==> config.mk <==
export PLATFORM = sky130hd
export DESIGN_NAME = power_manager_flat
export DESIGN_NICKNAME = d
export VERILOG_FILES = /design/src/rtl/power_manager_pkg.sv /design/src/rtl/power_manager_if.sv /design/src/rtl/pm_dwell_counter.sv /design/src/rtl/power_manager.sv /design/src/flat_wrapper.sv
export SDC_FILE = /design/constraint.sdc
export NUM_CORES = 1
export LEC_CHECK = 0
export CAP_MARGIN = 5
export CELL_PAD_IN_SITES_DETAIL_PLACEMENT = 1
export CELL_PAD_IN_SITES_GLOBAL_PLACEMENT = 1
export CORE_AREA = 2 2 52 44
export DETAILED_ROUTE_END_ITERATION = 16
export DIE_AREA = 0 0 54 46
export MAX_ROUTING_LAYER = met4
export PLACE_DENSITY = 0.89
export SLEW_MARGIN = 20
export SYNTH_ARGS = -nofsm -noshare
export SYNTH_HDL_FRONTEND = slang
export SYNTH_SLANG_ARGS = --single-unit
==> constraint.sdc <==
create_clock -name clk_i -period 5.3 [get_ports clk_i]
set_input_delay 1.325 -clock clk_i [delete_from_list [all_inputs] [get_ports clk_i]]
set_output_delay 1.325 -clock clk_i [all_outputs]
set_load 0.02 [all_outputs]
==> src/rtl/power_manager_pkg.sv <==
// Shared encodings for the power manager and the power block it controls.
package power_manager_pkg;

  typedef logic [1:0] pm_state_t;

  localparam pm_state_t ST_OFF      = 2'd0;
  localparam pm_state_t ST_RUN      = 2'd1;
  localparam pm_state_t ST_THROTTLE = 2'd2;
  localparam pm_state_t ST_CHARGE   = 2'd3;

  localparam logic [1:0] SET_OFF  = 2'd0;
  localparam logic [1:0] SET_LOW  = 2'd1;
  localparam logic [1:0] SET_MOD  = 2'd2;
  localparam logic [1:0] SET_HIGH = 2'd3;

  localparam logic MODE_RECHARGE = 1'b0;
  localparam logic MODE_USE      = 1'b1;

  localparam int unsigned MAX_LEVEL_DEFAULT = 179;
  localparam int unsigned WARN_LEVEL        = 45;

  // Usage allowed while throttled: never above low.
  function automatic logic [1:0] throttle_setting(input logic [1:0] demand);
    return (demand > SET_LOW) ? SET_LOW : demand;
  endfunction

endpackage

==> src/rtl/power_manager_if.sv <==
// Control/status bundle between the user side, the power manager and the power block.
// Stats outputs exist only when POWER_MGR_STATS_EN is defined.
interface power_manager_if #(
  parameter int unsigned LEVEL_W = 8
);
  logic               enable;
  logic [1:0]         demand;
  logic [LEVEL_W-1:0] power_level;
  logic               power_warn;
  logic               power_en;
  logic [1:0]         power_setting;
  logic               power_mode;
  logic [1:0]         state;
  logic               throttled;
  logic               charging;
`ifdef POWER_MGR_STATS_EN
  logic [7:0]         charge_events;
  logic [7:0]         throttle_events;
`endif

  modport master (
    output enable, demand, power_level, power_warn,
    input  power_en, power_setting, power_mode, state, throttled, charging
`ifdef POWER_MGR_STATS_EN
    , input charge_events, throttle_events
`endif
  );

  modport slave (
    input  enable, demand, power_level, power_warn,
    output power_en, power_setting, power_mode, state, throttled, charging
`ifdef POWER_MGR_STATS_EN
    , output charge_events, throttle_events
`endif
  );

endinterface

==> src/rtl/pm_dwell_counter.sv <==
// Counts consecutive increment cycles up to DWELL (saturating); done_o flags the DWELL-th one.
module pm_dwell_counter #(
  parameter int unsigned DWELL = 4
) (
  input  logic clk_i,
  input  logic rst_ni,
  input  logic clr_i,
  input  logic inc_i,
  output logic done_o
);

  logic [3:0] cnt_q, cnt_d;

  assign done_o = inc_i && (cnt_q == 4'(DWELL - 1));

  always_comb begin
    cnt_d = cnt_q;
    if (clr_i) begin
      cnt_d = '0;
    end else if (inc_i && (cnt_q < 4'(DWELL))) begin
      cnt_d = cnt_q + 4'd1;
    end
  end

  always_ff @(posedge clk_i or negedge rst_ni) begin
    if (!rst_ni) begin
      cnt_q <= '0;
    end else begin
      cnt_q <= cnt_d;
    end
  end

endmodule

==> src/rtl/power_manager.sv <==
// Power manager FSM: arbitrates user demand against charge, throttles on warning,
// forces recharge on depletion. Optional event counters with POWER_MGR_STATS_EN.
module power_manager
  import power_manager_pkg::*;
#(
  parameter int unsigned LEVEL_W      = 8,
  parameter int unsigned MAX_LEVEL    = MAX_LEVEL_DEFAULT,
  parameter int unsigned RESUME_LEVEL = 90,
  parameter int unsigned DWELL        = 4
) (
  input  logic           clk_i,
  input  logic           rst_ni,
  power_manager_if.slave bus
);

  pm_state_t  state_q, state_d;
  logic       en_q, en_d, mode_q, mode_d, thr_q, thr_d, chg_q, chg_d;
  logic [1:0] setting_q, setting_d;
  logic       depleted, full, dwell_inc, dwell_clr, dwell_done;

  // Moderate/high demand needs at least `demand` seconds of charge left.
  assign depleted = (bus.power_level == '0) ||
                    (bus.demand[1] && (bus.power_level < LEVEL_W'(bus.demand)));
  assign full     = bus.power_level >= LEVEL_W'(MAX_LEVEL);

  assign dwell_inc = (state_q == ST_THROTTLE) && !bus.power_warn;
  assign dwell_clr = (state_q != ST_THROTTLE) || bus.power_warn || dwell_done ||
                     !bus.enable || depleted;

  pm_dwell_counter #(
    .DWELL (DWELL)
  ) u_dwell (
    .clk_i  (clk_i),
    .rst_ni (rst_ni),
    .clr_i  (dwell_clr),
    .inc_i  (dwell_inc),
    .done_o (dwell_done)
  );

  always_comb begin
    state_d = state_q;
    if (!bus.enable) begin
      state_d = ST_OFF;
    end else if (depleted) begin
      state_d = ST_CHARGE;
    end else begin
      case (state_q)
        ST_OFF:      state_d = ST_RUN;
        ST_RUN:      if (bus.power_warn) state_d = ST_THROTTLE;
        ST_THROTTLE: if (dwell_done) state_d = ST_RUN;
        ST_CHARGE: begin
          if ((bus.power_level >= LEVEL_W'(RESUME_LEVEL)) && (bus.demand != SET_OFF)) begin
            state_d = ST_RUN;
          end
        end
        default:     state_d = ST_OFF;
      endcase
    end
  end

  // Outputs follow the next state so they land together with it.
  always_comb begin
    en_d      = 1'b0;
    mode_d    = MODE_RECHARGE;
    setting_d = SET_OFF;
    thr_d     = 1'b0;
    chg_d     = 1'b0;
    case (state_d)
      ST_RUN: begin
        en_d      = 1'b1;
        mode_d    = MODE_USE;
        setting_d = bus.demand;
      end
      ST_THROTTLE: begin
        en_d      = 1'b1;
        mode_d    = MODE_USE;
        setting_d = throttle_setting(bus.demand);
        thr_d     = 1'b1;
      end
      ST_CHARGE: begin
        en_d      = 1'b1;
        setting_d = full ? SET_OFF : SET_LOW;
        chg_d     = 1'b1;
      end
      default: ;
    endcase
  end

  always_ff @(posedge clk_i or negedge rst_ni) begin
    if (!rst_ni) begin
      state_q   <= ST_OFF;
      en_q      <= 1'b0;
      mode_q    <= 1'b0;
      setting_q <= '0;
      thr_q     <= 1'b0;
      chg_q     <= 1'b0;
    end else begin
      state_q   <= state_d;
      en_q      <= en_d;
      mode_q    <= mode_d;
      setting_q <= setting_d;
      thr_q     <= thr_d;
      chg_q     <= chg_d;
    end
  end

  assign bus.state         = state_q;
  assign bus.power_en      = en_q;
  assign bus.power_mode    = mode_q;
  assign bus.power_setting = setting_q;
  assign bus.throttled     = thr_q;
  assign bus.charging      = chg_q;

`ifdef POWER_MGR_STATS_EN
  logic [7:0] chg_ev_q, thr_ev_q;

  always_ff @(posedge clk_i or negedge rst_ni) begin
    if (!rst_ni) begin
      chg_ev_q <= '0;
      thr_ev_q <= '0;
    end else begin
      if ((state_d == ST_CHARGE) && (state_q != ST_CHARGE) && (chg_ev_q != 8'hFF)) begin
        chg_ev_q <= chg_ev_q + 8'd1;
      end
      if ((state_d == ST_THROTTLE) && (state_q != ST_THROTTLE) && (thr_ev_q != 8'hFF)) begin
        thr_ev_q <= thr_ev_q + 8'd1;
      end
    end
  end

  assign bus.charge_events   = chg_ev_q;
  assign bus.throttle_events = thr_ev_q;
`endif

endmodule

==> src/flat_wrapper.sv <==
// flat-port wrapper written by rule: the top's interface ports become plain ports
module power_manager_flat import power_manager_pkg::*;
#(
  parameter int unsigned LEVEL_W      = 8,
  parameter int unsigned MAX_LEVEL    = MAX_LEVEL_DEFAULT,
  parameter int unsigned RESUME_LEVEL = 90,
  parameter int unsigned DWELL        = 4
)
  (clk_i, rst_ni, bus_enable, bus_demand, bus_power_level, bus_power_warn, bus_power_en, bus_power_setting, bus_power_mode, bus_state, bus_throttled, bus_charging);
  power_manager_if #(.LEVEL_W(LEVEL_W)) bus_i ();
  input  logic clk_i;
  input  logic rst_ni;
  input wire logic [$bits(bus_i.enable)-1:0] bus_enable;
  input wire logic [$bits(bus_i.demand)-1:0] bus_demand;
  input wire logic [$bits(bus_i.power_level)-1:0] bus_power_level;
  input wire logic [$bits(bus_i.power_warn)-1:0] bus_power_warn;
  output wire logic [$bits(bus_i.power_en)-1:0] bus_power_en;
  output wire logic [$bits(bus_i.power_setting)-1:0] bus_power_setting;
  output wire logic [$bits(bus_i.power_mode)-1:0] bus_power_mode;
  output wire logic [$bits(bus_i.state)-1:0] bus_state;
  output wire logic [$bits(bus_i.throttled)-1:0] bus_throttled;
  output wire logic [$bits(bus_i.charging)-1:0] bus_charging;
  assign bus_i.enable = bus_enable;
  assign bus_i.demand = bus_demand;
  assign bus_i.power_level = bus_power_level;
  assign bus_i.power_warn = bus_power_warn;
  assign bus_power_en = bus_i.power_en;
  assign bus_power_setting = bus_i.power_setting;
  assign bus_power_mode = bus_i.power_mode;
  assign bus_state = bus_i.state;
  assign bus_throttled = bus_i.throttled;
  assign bus_charging = bus_i.charging;
  power_manager #(.LEVEL_W(LEVEL_W), .MAX_LEVEL(MAX_LEVEL), .RESUME_LEVEL(RESUME_LEVEL), .DWELL(DWELL)) u_core (.clk_i(clk_i), .rst_ni(rst_ni), .bus(bus_i));
endmodule
Wiring by layer:
Two of the layers only.
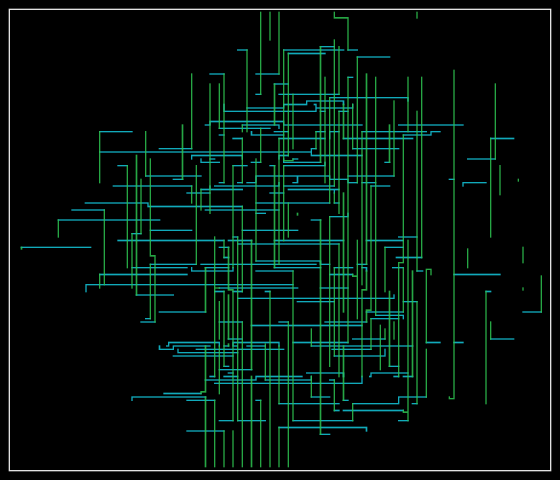
met2: shown in green, wire length 989 um. met1: shown in cyan, wire length 711 um.
routed vias: 556
final WL: 1760 um
Wirelength per Cell: 15.8 um
GRT Overall Usage: 0.178

Gate families picked out:
Scale bar: 20 um.
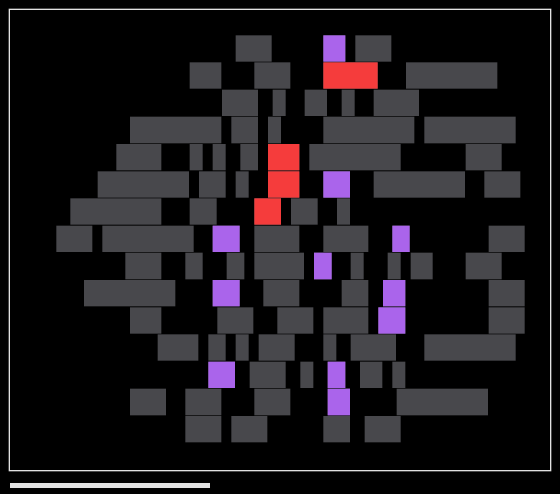
AND-OR and OR-AND gates: shown in red, cells 4. inverting AOI/OAI gates: shown in purple, cells 11.

Sequential cells grouped by signal name:
Scale bar: 20 um.
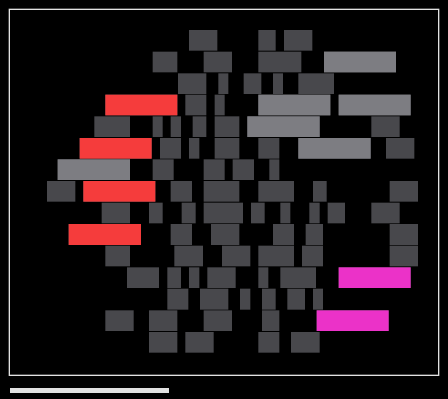
`u_core.u_dwell.cnt_q`: shown in red, sequential cells 4, where middle left. `u_core.bus.power_setting`: shown in magenta, sequential cells 2.
Another 6 sequential cells are not colored.

The clock network:
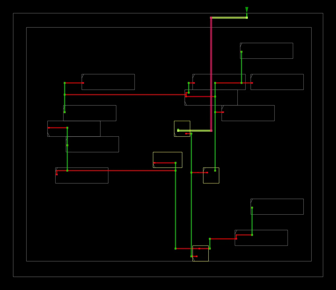
Post-Route Skew: 0.00352 ns
power in the clock group: 0.0755 mW
cts bufs inserted: 3

I/O pins on the die edge:
Pins as bars across the die edge, other pins in gray.
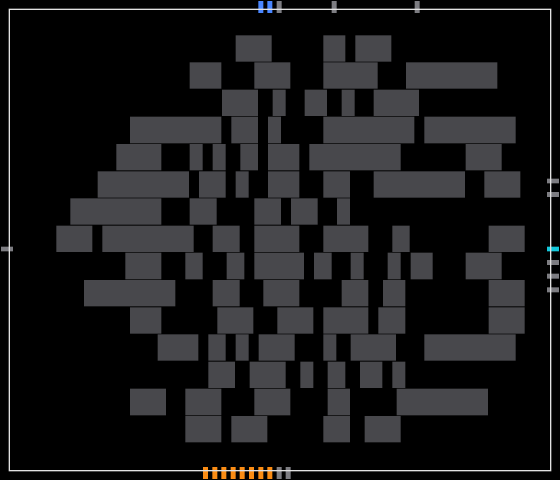
`rst_ni`: shown in cyan, pins 1, direction input, edge right. `bus_state`: shown in blue, pins 2, direction output, edge top. `bus_power_level`: shown in orange, pins 8, direction input, edge bottom.
All pins by edge: 10 bottom, 6 right, 5 top, 1 left.
DIE WIDTH: 54 um
die span in y: 46 um

==> flow_results.xml <==
<?xml version="1.0" encoding="UTF-8"?>
<metrics>
  <group name="run_status">
    <metric name="run_status" unit="">completed</metric>
  </group>
  <group name="worst_setup_path">
    <metric name="critical_path_cell_count" unit="">9</metric>
    <metric name="end_kind" unit="">register</metric>
    <metric name="cell_by_cell_trace_of_the_critical_path" unit="">clkdlybuf4s50_1 -&gt; inv_1 -&gt; ha_1 -&gt; a211oi_1 -&gt; o21a_4 -&gt; o21ai_0 -&gt; ha_1 -&gt; o21ai_0 -&gt; a31oi_1</metric>
    <metric name="worstPathBufferInverterCount" unit="">2</metric>
    <metric name="regToRegEndpoint" unit="">u_core.bus.power_setting[0]$_DFF_PN0_</metric>
    <metric name="criticalPathCategory" unit="">in -&gt; reg</metric>
    <metric name="critPathLaunch" unit="">bus_demand[1]</metric>
    <metric name="crit-reg2reg-launch" unit="">u_core.u_dwell.cnt_q[0]$_DFFE_PN0P_</metric>
  </group>
  <group name="sta">
    <metric name="final_worst_path_period_share" unit="">0.624</metric>
    <metric name="fmax" unit="MHz">302</metric>
  </group>
  <group name="logic_synthesis">
    <metric name="netlist.top_cell.by_area" unit="">sky130_fd_sc_hd__dfrtp_1</metric>
    <metric name="synth_warnings" unit="">0</metric>
    <metric name="postSynth.topFlopCell" unit="">sky130_fd_sc_hd__dfrtp_1</metric>
    <metric name="topCellsByArea" unit="">sky130_fd_sc_hd__dfrtp_1, sky130_fd_sc_hd__ha_1, sky130_fd_sc_hd__nand2_1</metric>
  </group>
  <group name="flow_run">
    <metric name="number_of_warnings_in_the_stage_logs" unit="">29</metric>
    <metric name="maxCapViolations" unit="">0</metric>
  </group>
  <group name="finish">
    <metric name="regArea" unit="um^2">300</metric>
    <metric name="area_delta_synth_final" unit="%">43.0</metric>
    <metric name="num_antenna_cells" unit="">0</metric>
  </group>
  <group name="pwr">
    <metric name="combinationalPowerShare" unit="">0.241</metric>
    <metric name="power_leakage" unit="nW">0.394</metric>
    <metric name="sw_power" unit="mW">0.0655</metric>
  </group>
  <group name="die">
    <metric name="core.rowCount" unit="">15</metric>
    <metric name="initial_utilization" unit="">0.319</metric>
    <metric name="chip_area" unit="mm^2">0.00248</metric>
  </group>
  <group name="global_route">
    <metric name="number_of_global_route_vias_before_repair" unit="">656</metric>
  </group>
  <group name="routing">
    <metric name="route.detailed.vias_per_inst" unit="">5.01</metric>
  </group>
</metrics>
-- worst register-to-register path, cell delays in order, from the launching register on --
cell and delay, ns:
sky130_fd_sc_hd__dfrtp_1 0.38, sky130_fd_sc_hd__ha_1 0.15, sky130_fd_sc_hd__or3b_1 0.37, sky130_fd_sc_hd__nor2_1 0.16, sky130_fd_sc_hd__o22ai_1 0.14, sky130_fd_sc_hd__o31a_1 0.34, sky130_fd_sc_hd__ha_1 0.23, sky130_fd_sc_hd__o21ai_0 0.17
sky130_fd_sc_hd__a31oi_1 0.11
-- per-stage QoR --
| step | area (um^2) | std cells | total power, mW | worst slack [ns] | hold WS (ns) |
|---|---|---|---|---|---|
| floorplan | 646 | 61 | 0.126 | 2.45 | 0.529 |
| global placement | 887 | 107 | 0.156 | 1.89 | 0.549 |
| detailed placement | 887 | 107 | 0.159 | 1.67 | 0.561 |
| CTS | 923 | 111 | 0.236 | 1.96 | 0.570 |
| global route | 923 | 111 | 0.245 | 1.86 | 0.594 |
| finish | 923 | 111 | 0.232 | 1.99 | 0.565 |
-- area by class of cell --
type	instances	area share
repair buffers	21	0.228
inverters	2	0.00813
well taps	25	0.0339
multi-input cells	47	0.366
flip-flops and latches	12	0.325
clock buffers	4	0.0393
-- metal layers --
layer,up-vias,track usage,part of all wire
met5,-,-,0
met4,0,0.0750,0.011
met3,2,0.00987,0.021
met2,11,0.327,0.56
met1,270,0.200,0.40
li1,273,-,-
-- power by group through the flow --
stage               clock (mW)  sequential, mW  combinational (mW)
finish                  0.0755           0.101              0.0560
detailed placement           0           0.103              0.0563
floorplan                    0           0.110              0.0156
CTS                     0.0782           0.101              0.0566
global route            0.0818           0.102              0.0612
global placement             0           0.102              0.0536
-- cells in the mapped netlist, drive strengths merged (2+ instances only) --
master   n
a211oi   2
dfrtp   12
ha       6
inv      2
nand2    6
nand2b   2
nand3    2
nor2     5
nor3     3
nor3b    3
o211ai   2
o21a     2
o21ai    2
o22ai    2
-- state kept, by name, indices dropped and copies added, names as in the netlist --
| register | cells |
|---|---|
| u_core.bus.charging | 1 |
| u_core.bus.power_en | 1 |
| u_core.bus.power_mode | 1 |
| u_core.bus.power_setting | 2 |
| u_core.bus.state | 2 |
| u_core.bus.throttled | 1 |
| u_core.u_dwell.cnt_q | 4 |
-- cell families (layout without fill, tap and decap cells) --
logic type | count (synthesis) | in the layout | synth area share
DFF | 12 | 12 | 0.465
and+or+nand+nor | 24 | 24 | 0.205
muxes | 1 | 1 | 0.0155
xor gates and xnor gates | 1 | 1 | 0.0136
adders and majority gates | 6 | 6 | 0.116
AOI/OAI and AO/OA | 15 | 15 | 0.172
buffers and inverters | 2 | 27 | 0.0116
Power is estimated from default activity; no workload was simulated.
